`config.mk`:
```
export PLATFORM = sky130hd
export DESIGN_NAME = sram_port_arbiter
export DESIGN_NICKNAME = d
export VERILOG_FILES = /design/src/rtl/sram_port_arbiter_pkg.sv /design/src/rtl/arb_starve_counter.sv /design/src/rtl/sram_port_arbiter.sv
export SDC_FILE = /design/constraint.sdc
export NUM_CORES = 1
export LEC_CHECK = 0
export CAP_MARGIN = 30
export CORE_AREA = 8 8 139 141
export DETAILED_ROUTE_END_ITERATION = 10
export DIE_AREA = 0 0 147 149
export GPL_TIMING_DRIVEN = 0
export PLACE_DENSITY = 0.51
export RECOVER_POWER = 50
export REMOVE_ABC_BUFFERS = 1
export SETUP_SLACK_MARGIN = 0.3
export SKIP_CTS_REPAIR_TIMING = 1
export SYNTH_ARGS = -nofsm -noshare
export SYNTH_HDL_FRONTEND = slang
export SYNTH_SLANG_ARGS = --single-unit
```
`constraint.sdc`:
```
create_clock -name clk -period 1.6 [get_ports clk]
set_clock_uncertainty 0.1 [all_clocks]
set_input_delay 0.32 -clock clk [delete_from_list [all_inputs] [get_ports clk]]
set_output_delay 0.32 -clock clk [all_outputs]
set_load 0.02 [all_outputs]
```
`src/rtl/sram_port_arbiter_pkg.sv`:
```
// Shared types and constants for the SRAM port arbiter: response owner
// encoding and the active-low byte-enable patterns driven onto the macro.
package sram_port_arbiter_pkg;

  typedef enum logic [1:0] {
    OWN_NONE  = 2'd0,
    OWN_DATA  = 2'd1,
    OWN_FETCH = 2'd2,
    OWN_LOAD  = 2'd3
  } owner_t;

  localparam logic [3:0] SRAM_BEN_NONE = 4'hF;
  localparam logic [3:0] SRAM_BEN_WORD = 4'h0;

endpackage

```
`src/rtl/arb_starve_counter.sv`:
```
// Saturating count of consecutive denied fetch cycles; limit flags when
// fetch must be promoted above the loader.
module arb_starve_counter #(
  parameter int STARVE_LIMIT = 4
) (
  input  logic clk,
  input  logic rst_n,
  input  logic inc,
  input  logic clr,
  output logic limit
);

  localparam int CW = (STARVE_LIMIT < 1) ? 1 : $clog2(STARVE_LIMIT + 1);
  localparam logic [CW-1:0] LIMIT = CW'(STARVE_LIMIT);

  logic [CW-1:0] cnt_q;
  logic [CW-1:0] cnt_d;

  always_comb begin
    cnt_d = cnt_q;
    if (clr) begin
      cnt_d = '0;
    end else if (inc && (cnt_q < LIMIT)) begin
      cnt_d = cnt_q + 1'b1;
    end
  end

  always_ff @(posedge clk or negedge rst_n) begin
    if (!rst_n) begin
      cnt_q <= '0;
    end else begin
      cnt_q <= cnt_d;
    end
  end

  assign limit = (cnt_q >= LIMIT);

endmodule

```
`src/rtl/sram_port_arbiter.sv`:
```
// Shares one single-port SRAM between core data, core fetch and the boot/DMA
// loader; routes the one-cycle read data back to whoever issued the read.
module sram_port_arbiter
  import sram_port_arbiter_pkg::*;
#(
  parameter int AW           = 32,
  parameter int STARVE_LIMIT = 4
) (
  input  logic          clk,
  input  logic          rst_n,
  input  logic          d_req,
  input  logic          d_we,
  input  logic [3:0]    d_ben,
  input  logic [AW-1:0] d_addr,
  input  logic [31:0]   d_wdata,
  output logic [31:0]   d_rdata,
  input  logic          f_req,
  input  logic [AW-1:0] f_addr,
  input  logic          f_flush,
  output logic [31:0]   inst_rdata,
  output logic          inst_ready,
  input  logic          ld_req,
  input  logic          ld_we,
  input  logic [AW-1:0] ld_addr,
  input  logic [31:0]   ld_wdata,
  output logic          ld_gnt,
  output logic          ld_rvalid,
  output logic [31:0]   ld_rdata,
  output logic          sram_cen,
  output logic          sram_wen,
  output logic [3:0]    sram_ben,
  output logic [AW-1:0] sram_addr,
  output logic [31:0]   sram_din,
  input  logic [31:0]   sram_dout
);

  // Requests are masked while reset is held so no grant leaks out.
  logic   d_act, f_act, l_act;
  logic   starve_hi;
  owner_t win;
  owner_t owner_q, owner_d;
  logic   flush_q, flush_d;

  assign d_act = d_req  & rst_n;
  assign f_act = f_req  & rst_n;
  assign l_act = ld_req & rst_n;

  arb_starve_counter #(
    .STARVE_LIMIT(STARVE_LIMIT)
  ) u_starve (
    .clk  (clk),
    .rst_n(rst_n),
    .inc  (f_act && (win != OWN_FETCH)),
    .clr  (!f_act || (win == OWN_FETCH)),
    .limit(starve_hi)
  );

  always_comb begin
    win = OWN_NONE;
    if (d_act) begin
      win = OWN_DATA;
    end else if (f_act && starve_hi) begin
      win = OWN_FETCH;
    end else if (l_act) begin
      win = OWN_LOAD;
    end else if (f_act) begin
      win = OWN_FETCH;
    end
  end

  always_comb begin
    sram_cen  = 1'b1;
    sram_wen  = 1'b1;
    sram_ben  = SRAM_BEN_NONE;
    sram_addr = '0;
    sram_din  = '0;
    ld_gnt    = 1'b0;
    owner_d   = OWN_NONE;
    unique case (win)
      OWN_DATA: begin
        sram_cen  = 1'b0;
        sram_wen  = ~d_we;
        sram_ben  = d_we ? d_ben : SRAM_BEN_WORD;
        sram_addr = d_addr;
        sram_din  = d_we ? d_wdata : 32'h0;
        owner_d   = d_we ? OWN_NONE : OWN_DATA;
      end
      OWN_FETCH: begin
        sram_cen  = 1'b0;
        sram_ben  = SRAM_BEN_WORD;
        sram_addr = f_addr;
        owner_d   = OWN_FETCH;
      end
      OWN_LOAD: begin
        sram_cen  = 1'b0;
        sram_wen  = ~ld_we;
        sram_ben  = SRAM_BEN_WORD;
        sram_addr = ld_addr;
        sram_din  = ld_we ? ld_wdata : 32'h0;
        ld_gnt    = 1'b1;
        owner_d   = ld_we ? OWN_NONE : OWN_LOAD;
      end
      default: ;
    endcase
  end

  // Remember a flush seen in the grant cycle; one in the response cycle is
  // applied directly below.
  assign flush_d = f_flush;

  always_ff @(posedge clk or negedge rst_n) begin
    if (!rst_n) begin
      owner_q <= OWN_NONE;
      flush_q <= 1'b0;
    end else begin
      owner_q <= owner_d;
      flush_q <= flush_d;
    end
  end

  always_comb begin
    d_rdata    = '0;
    inst_rdata = '0;
    inst_ready = 1'b0;
    ld_rvalid  = 1'b0;
    ld_rdata   = '0;
    unique case (owner_q)
      OWN_DATA: d_rdata = sram_dout;
      OWN_FETCH: begin
        if (!flush_q && !f_flush) begin
          inst_ready = 1'b1;
          inst_rdata = sram_dout;
        end
      end
      OWN_LOAD: begin
        ld_rvalid = 1'b1;
        ld_rdata  = sram_dout;
      end
      default: ;
    endcase
  end

endmodule

```
==> images/layers.png <==
(4 px per µm) Two of the layers only.
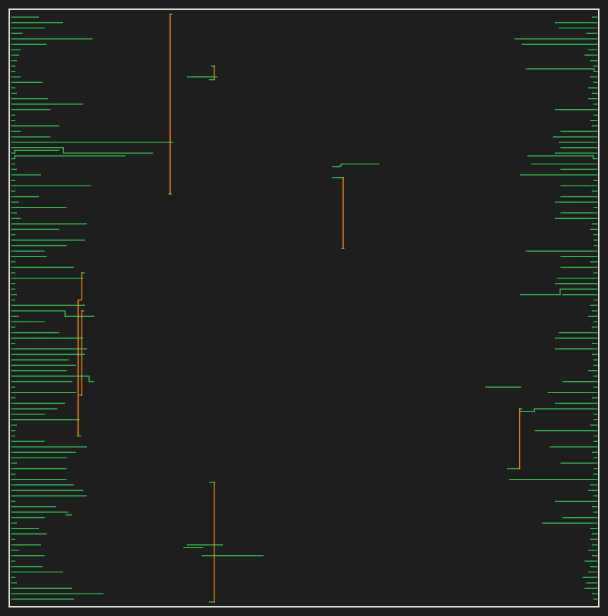
color	layer	wire length
green	M3	1,630 µm
orange	M4	174 µm
wire length per cell: 22.8 µm
Via Count: 3,985
Routed WL: 20,400 µm
Total GRT Usage: 13.7%

==> images/port_trees.png <==
(2 px per µm)
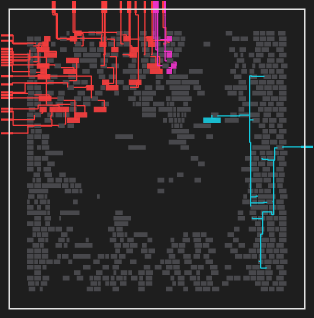
color	port	bits	direction	edge	end cells	buffers	wire
magenta	`d_ben`	4	input	north	4	4	108 µm
red	`d_wdata`	32	input	18 west, 14 north	32	32	1,020 µm
cyan	`inst_ready`	1	output	east	1	3	207 µm
Ports: 373
port bufs: 372

==> images/closeup.png <==
Region (100, 102) to (120, 122) µm. Cells in gray, sequential cells in the stronger gray; small squares are vias.
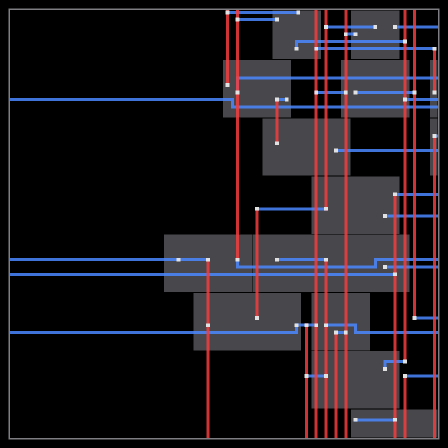
color	layer
red	M2
blue	M1
cells with their middle in the window	12
sequential cells in the window	0
most frequent	buf_6 (4), and2_4 (2)

==> flow_metrics.tcl <==
# flow metrics
set metrics [dict create \
    required_ns 1.18 \
    ys_area_um2 2000 \
    ff_type "dfrtp_1" \
    enable_flop_cells 0 \
    intPower_mw 1.51 \
    cts_buffers 3 \
    violations "setup timing" \
    num_rows 48 \
    fillers 1620 \
    core-area_um2 17100 \
    outcome "complete, but fails checks" \
    grt_max_degree 38 \
    drive_gt1_share_pct 55.6 \
    worstPathArrival_ns 1.71 \
    grt_pass1_wl_um 23900 \
    dr.pass1.iters 4 \
    met1_usage_pct 14.3 \
    pre_cts_ws_ns -2.41 \
    hold_ws_ns 0.340 \
    cts_root_buf "clkbuf_16" \
    pwr_density_cell_nw_per_um2 306 \
    swShare_pct 33.3 \
    r2r_setup_slack_ns 0.10 \
    maxCapViolCount 0 \
    worst-path-stages 6 \
    yosys_cells 263 \
    pg_seq_mw 0.171 \
    setup_viol 165 \
    slowest_stage "dfrtp_2" \
    yosysMostFrequentCell "and2_1" \
    p_sw_mw 0.757 \
    comb_cells 226 \
    largest_register "u_starve.cnt_q" \
    hp-class "in -> reg" \
    area_delta_synth_final_pct 272 \
    reg_top3 "u_starve.cnt_q (3), owner_q (2), flush_q (1)" \
    clock_net_power_mw 0.398 \
    syn_area_um2 2000 \
    p_comb_share_pct 74.9 \
    r2r_start "u_starve.cnt_q[2]$_DFFE_PN0P_" \
    p_comb_mw 1.70 \
    min_path_cells 1 \
    die_w_um 147 \
    p_seq_share_pct 7.5 \
    seqCellArea_um2 159 \
    mostFrequentLayoutCell "clkdlybuf4s50_1" \
    ys_types 31 \
    path_cells "a21bo_4 > nor3_4 > buf_6 > clkbuf_16 > a22o_1 > buf_6" \
    reg2regPathDepth 6 \
    period_used_pct 133 \
    path_clk_slew_ns 0.03 \
    ys_seq_share_pct 7.52 \
    dp_cells 834 \
    worstSetupEndpointType "primary output" \
    power_mw 2.27 \
    inv_count 2 \
    ant_nets 0 \
    ys_sh_xor_pct 0 \
    antenna_found_initial 0 \
    largest_class "buffers" \
    wl_met1_um 7760 \
    drtIter0Drc 109 \
    dp_hpwl_um 14500 \
    busiest_layer "met2" \
    wl_met3_um 1630 \
    cp-start-kind "flip-flop" \
    most-common-layout-cells "clkdlybuf4s50_1 (196), buf_6 (149), and2_4 (63), and3_1 (33), a221o_1 (32)" \
    leakage_nw 3.46 \
    critPathMaxStageDelay_ns 0.41 \
    worst_slew_pin_slew_ns 0.625 \
    yosys.area_share.adder_pct 0.627 \
    top_area_share_pct 20.4 \
    combGateArea_um2 2150 \
    largest_reg_flops 3 \
    ir_worst_vdd_mv 0.213 \
    clockBufferDepth 2 \
    h-tree-depth 1 \
    fp.dieArea_um2 21900 \
    fin_ws_ns -0.532 \
    hold_viol 0 \
    ys_top_logic_family "simple AND/OR/NAND/NOR gates" \
    crit_top_cell "buf_6" \
    maxPowerGroup "combinational cells" \
    async_flop_share_pct 100 \
    signal_buffers 434 \
    viasPerCell 4.45 \
    nWellTaps 225 \
    grtUsageMet3_pct 5.10 \
    syn_area_per_cell_um2 7.59 \
    nets 878 \
    diodes 0 \
    clock.latency.late_pin_ns 0.23 \
    mux_area_share_pct 0 \
    synthCells 263 \
    simple_gate_area_share_pct 46.1 \
    drc 0 \
    path_buffers 3 \
    criticalPathCategory "reg -> out" \
    layout.cells.non_filler 896 \
    synth_flops 6 \
    die_y_um 149 \
    comb-cell-share_pct 29.0 \
    period_needed_ns 2.13 \
    critPathCapture "sram_din[3]" \
    synthTopCellsByArea "and2_1 (20%), and3_1 (19%), a221o_1 (16%), a22o_2 (13%), dfrtp_1 (7.5%)" \
    n_clock_buffer 3 \
    r2r_end "owner_q[1]$_DFF_PN0_" \
    cp_top_family "buffers and inverters" \
    grt_overflow 0 \
    clkSinkCount 6 \
    dr_wl_met2_um 10900 \
    hold_start "f_flush" \
    synthTopCellsByCount "and2_1 (65), and3_1 (60), a221o_1 (32), a22o_2 (25), clkbuf_1 (19)" \
    slew_viol_final 0 \
    clock_area_share_pct 1.01 \
    fp_util_pct 11.7 \
]
